## src/rtl/coin_pkg.sv

```systemverilog
// Coin codes and values shared by the coin acceptor and the vending FSM.
package coin_pkg;

  typedef enum logic [1:0] {
    COIN_NONE = 2'b00,
    COIN_5    = 2'b01,
    COIN_10   = 2'b10
  } coin_e;

  localparam logic [15:0] COIN_5_VALUE  = 16'd5;
  localparam logic [15:0] COIN_10_VALUE = 16'd10;

  function automatic logic [15:0] coin_value(coin_e c);
    case (c)
      COIN_5:  return COIN_5_VALUE;
      COIN_10: return COIN_10_VALUE;
      default: return 16'd0;
    endcase
  endfunction

endpackage

```

## src/rtl/coin_acceptor_if.sv

```systemverilog
// Sensor/control/status bundle of the coin acceptor.
// audit_total exists only when COIN_AUDIT_EN is defined.
interface coin_acceptor_if;
  import coin_pkg::*;

  logic  sensor_5;
  logic  sensor_10;
  logic  accept_hold;
  coin_e coin;
  logic  fifo_full;
  logic  overflow;
  logic  jam;
`ifdef COIN_AUDIT_EN
  logic [15:0] audit_total;

  modport master (
    output sensor_5, sensor_10, accept_hold,
    input  coin, fifo_full, overflow, jam, audit_total
  );
  modport slave (
    input  sensor_5, sensor_10, accept_hold,
    output coin, fifo_full, overflow, jam, audit_total
  );
`else
  modport master (
    output sensor_5, sensor_10, accept_hold,
    input  coin, fifo_full, overflow, jam
  );
  modport slave (
    input  sensor_5, sensor_10, accept_hold,
    output coin, fifo_full, overflow, jam
  );
`endif

endinterface

```

## src/rtl/coin_debounce.sv

```systemverilog
// Two-flop synchroniser plus saturating stability counter for one coin sensor;
// accept pulses once per stable-high period.
module coin_debounce #(
  parameter int DEBOUNCE_CYCLES = 8
) (
  input  logic clk,
  input  logic reset_n,
  input  logic raw,
  output logic accept
);

  localparam int CW = $clog2(DEBOUNCE_CYCLES + 1);
  localparam logic [CW-1:0] CNT_MAX  = CW'(DEBOUNCE_CYCLES);
  localparam logic [CW-1:0] CNT_FIRE = CW'(DEBOUNCE_CYCLES - 1);

  logic [1:0]    sync;
  logic [CW-1:0] cnt;

  // accept is registered alongside the count reaching CNT_MAX, so it fires
  // exactly on that cycle and never again while cnt sits saturated.
  always_ff @(posedge clk) begin
    if (!reset_n) begin
      sync   <= 2'b00;
      cnt    <= '0;
      accept <= 1'b0;
    end else begin
      sync   <= {sync[0], raw};
      accept <= sync[1] && (cnt == CNT_FIRE);
      if (!sync[1])
        cnt <= '0;
      else if (cnt != CNT_MAX)
        cnt <= cnt + 1'b1;
    end
  end

endmodule

```

## src/rtl/coin_acceptor.sv

```systemverilog
// Coin acceptor: debounces the $5/$10 sensors, queues coin codes and releases them
// one per clock. Define COIN_AUDIT_EN to add the audit_total running value.
module coin_acceptor
  import coin_pkg::*;
#(
  parameter int DEBOUNCE_CYCLES = 8,
  parameter int FIFO_DEPTH      = 4
) (
  input logic            clk,
  input logic            reset_n,
  coin_acceptor_if.slave bus
);

  localparam int AW = $clog2(FIFO_DEPTH);
  localparam int CW = AW + 1;
  localparam logic [CW-1:0] COUNT_FULL = CW'(FIFO_DEPTH);

  logic accept_5;
  logic accept_10;

  coin_debounce #(.DEBOUNCE_CYCLES(DEBOUNCE_CYCLES)) u_debounce_5 (
    .clk     (clk),
    .reset_n (reset_n),
    .raw     (bus.sensor_5),
    .accept  (accept_5)
  );

  coin_debounce #(.DEBOUNCE_CYCLES(DEBOUNCE_CYCLES)) u_debounce_10 (
    .clk     (clk),
    .reset_n (reset_n),
    .raw     (bus.sensor_10),
    .accept  (accept_10)
  );

  coin_e          mem [FIFO_DEPTH];
  logic [AW-1:0]  wr_ptr;
  logic [AW-1:0]  rd_ptr;
  logic [CW-1:0]  count;
  logic [CW-1:0]  count_next;
  coin_e          coin_q;
  logic           overflow_q;
  logic           full;
  logic           push_req;
  logic           do_push;
  logic           pop;
  coin_e          push_code;

  always_comb begin
    push_req  = accept_5 ^ accept_10;
    push_code = accept_5 ? COIN_5 : COIN_10;
    full      = (count == COUNT_FULL);
    pop       = (count != '0) && !bus.accept_hold;
    // A pop in the same cycle frees the slot the push needs.
    do_push   = push_req && (!full || pop);
    count_next = count;
    if (do_push && !pop)
      count_next = count + 1'b1;
    else if (!do_push && pop)
      count_next = count - 1'b1;
  end

  always_ff @(posedge clk) begin
    if (do_push)
      mem[wr_ptr] <= push_code;
  end

  always_ff @(posedge clk) begin
    if (!reset_n) begin
      wr_ptr     <= '0;
      rd_ptr     <= '0;
      count      <= '0;
      coin_q     <= COIN_NONE;
      overflow_q <= 1'b0;
    end else begin
      count  <= count_next;
      coin_q <= pop ? mem[rd_ptr] : COIN_NONE;
      if (do_push)
        wr_ptr <= wr_ptr + 1'b1;
      if (pop)
        rd_ptr <= rd_ptr + 1'b1;
      if (push_req && full && !pop)
        overflow_q <= 1'b1;
    end
  end

  assign bus.coin      = coin_q;
  assign bus.fifo_full = full;
  assign bus.overflow  = overflow_q;
  assign bus.jam       = accept_5 & accept_10;

`ifdef COIN_AUDIT_EN
  logic [15:0] audit_q;

  always_ff @(posedge clk) begin
    if (!reset_n)
      audit_q <= 16'd0;
    else if (pop)
      audit_q <= audit_q + coin_value(mem[rd_ptr]);
  end

  assign bus.audit_total = audit_q;
`endif

endmodule

```

## src/flat_wrapper.sv

```systemverilog
// flat-port wrapper written by rule: the top's interface ports become plain ports
module coin_acceptor_flat import coin_pkg::*;
#(
  parameter int DEBOUNCE_CYCLES = 8,
  parameter int FIFO_DEPTH      = 4
)
  (clk, reset_n, bus_sensor_5, bus_sensor_10, bus_accept_hold, bus_coin, bus_fifo_full, bus_overflow, bus_jam);
  coin_acceptor_if bus_i ();
  input logic clk;
  input logic reset_n;
  input wire logic [$bits(bus_i.sensor_5)-1:0] bus_sensor_5;
  input wire logic [$bits(bus_i.sensor_10)-1:0] bus_sensor_10;
  input wire logic [$bits(bus_i.accept_hold)-1:0] bus_accept_hold;
  output wire logic [$bits(bus_i.coin)-1:0] bus_coin;
  output wire logic [$bits(bus_i.fifo_full)-1:0] bus_fifo_full;
  output wire logic [$bits(bus_i.overflow)-1:0] bus_overflow;
  output wire logic [$bits(bus_i.jam)-1:0] bus_jam;
  assign bus_i.sensor_5 = bus_sensor_5;
  assign bus_i.sensor_10 = bus_sensor_10;
  assign bus_i.accept_hold = bus_accept_hold;
  assign bus_coin = bus_i.coin;
  assign bus_fifo_full = bus_i.fifo_full;
  assign bus_overflow = bus_i.overflow;
  assign bus_jam = bus_i.jam;
  coin_acceptor #(.DEBOUNCE_CYCLES(DEBOUNCE_CYCLES), .FIFO_DEPTH(FIFO_DEPTH)) u_core (.clk(clk), .reset_n(reset_n), .bus(bus_i));
endmodule
```

## config.mk

```make
export PLATFORM = sky130hd
export DESIGN_NAME = coin_acceptor_flat
export DESIGN_NICKNAME = d
export VERILOG_FILES = /design/src/rtl/coin_pkg.sv /design/src/rtl/coin_acceptor_if.sv /design/src/rtl/coin_debounce.sv /design/src/rtl/coin_acceptor.sv /design/src/flat_wrapper.sv
export SDC_FILE = /design/constraint.sdc
export NUM_CORES = 1
export LEC_CHECK = 0
export ABC_AREA = 1
export CAP_MARGIN = 20
export CORE_MARGIN = 1
export CORE_UTILIZATION = 60
export CTS_CLUSTER_SIZE = 20
export DETAILED_ROUTE_END_ITERATION = 10
export HOLD_SLACK_MARGIN = 0.15
export PLACE_DENSITY_LB_ADDON = 0.3
export SLEW_MARGIN = 20
export SYNTH_ARGS = -nofsm -noshare
export SYNTH_HDL_FRONTEND = slang
export SYNTH_HIERARCHICAL = 1
export SYNTH_SLANG_ARGS = --single-unit
export TNS_END_PERCENT = 20
```

## constraint.sdc

```tcl
create_clock -name clk -period 3.75 [get_ports clk]
set_clock_uncertainty 0.2 [all_clocks]
set_input_delay 0.375 -clock clk [delete_from_list [all_inputs] [get_ports clk]]
set_output_delay 0.375 -clock clk [all_outputs]
set_load 0.05 [all_outputs]
```

### Congestion heat map

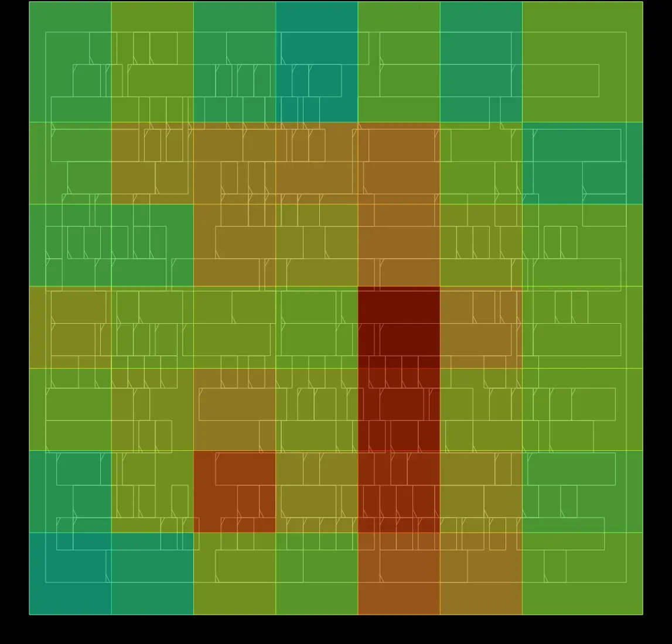
met3 usage: 9.36%
gr busiest metal: met2
all-layer global routing usage: 22.7%
post-route core utilization: 73.0%
met2 Usage GRT: 43.3%

### Register map, names as in the netlist

Bar = 20 um. Other sequential cells in the stronger gray, the rest of the logic in the fainter gray.
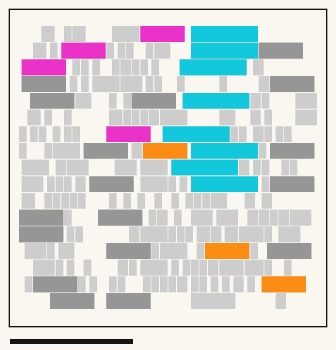
Key: orange = u_core/count [sequential cells 3]; magenta = u_core/u_debounce_5/cnt [sequential cells 4]; cyan = u_core/mem [sequential cells 8]
Another 17 sequential cells are not colored.

==> results.yml <==
# yosys + openroad results
timing:
  setup_viol: 0
  max_freq_mhz: 420
  rsz0062_at_grt: "false"
  final_max_slew_viol_count: 0
yosys:
  top_area_cell: "dfxtp_1"
  yosysCellCount: 181
  fp_nets: 197
  synth-async-reset-ratio_pct: 0
  adder_share_pct: 9.86
  yosysChipArea_mm2: 0.00147
  ys_sh_simple_pct: 27.3
  top_cell_area_share_pct: 32.7
  mux_share_pct: 0
worst_setup_path:
  cp_top_family: "buffers and inverters"
  worst_path_max_delay_cell: "clkdlybuf4s50_1"
  r2r_start: "u_core/u_debounce_5/accept"
  critPathRequiredTime_ns: 3.17
  critPathCapture: "bus_fifo_full"
  rr_worst_depth: 11
  slowest_delay_ns: 0.84
power_and_ir_drop:
  p_sw_w: 0.000271
  comb-power_w: 0.000205
  powerDensity_mw_per_mm2: 484
finish:
  area_delta_synth_final_pct: 11.9
  layout_top_cells: "inv_1 (35), nand2_1 (34), nor2_1 (31), dfxtp_1 (24), ha_1 (10)"
  ff_count: 32
  regArea_um2: 721
  largest_class: "flip-flops and latches"
  finalNetCount: 213
  clk_share_pct: 3.04
  nNonClkBuffers: 9
  layout-drive-gt1-share_pct: 9.60
  logic_area_um2: 616
  inverters_excl_clock: 36
global_route:
  overflow: 0
  grt_pass1_vias: 1091
  antenna_found_initial: 0
  grt_util_met1_pct: 21.8
cts:
  cts_tree: "done"
  clk_pin_slew_ns: 0.09
  htreeDepth: 2
detailed_routing:
  drtPass1Iterations: 5
  highest_layer: "met4"
job:
  warnings: 31
outcome:
  status: "completed"
### Placement by cell class

Bar = 20 um.
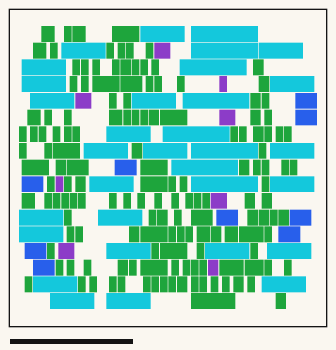
Key: purple = clock drivers and dummy loads [cells 8, share of their area 3.1%]; cyan = flip-flops [cells 32, share of their area 45%]; blue = other buffers and delay cells [cells 9, share of their area 5.6%]; green = all other logic [cells 149, share of their area 47%]
core area: 0.00225 mm^2
# rows: 17
post-route cell area: 0.00165 mm^2
Seq/total area: 43.8%

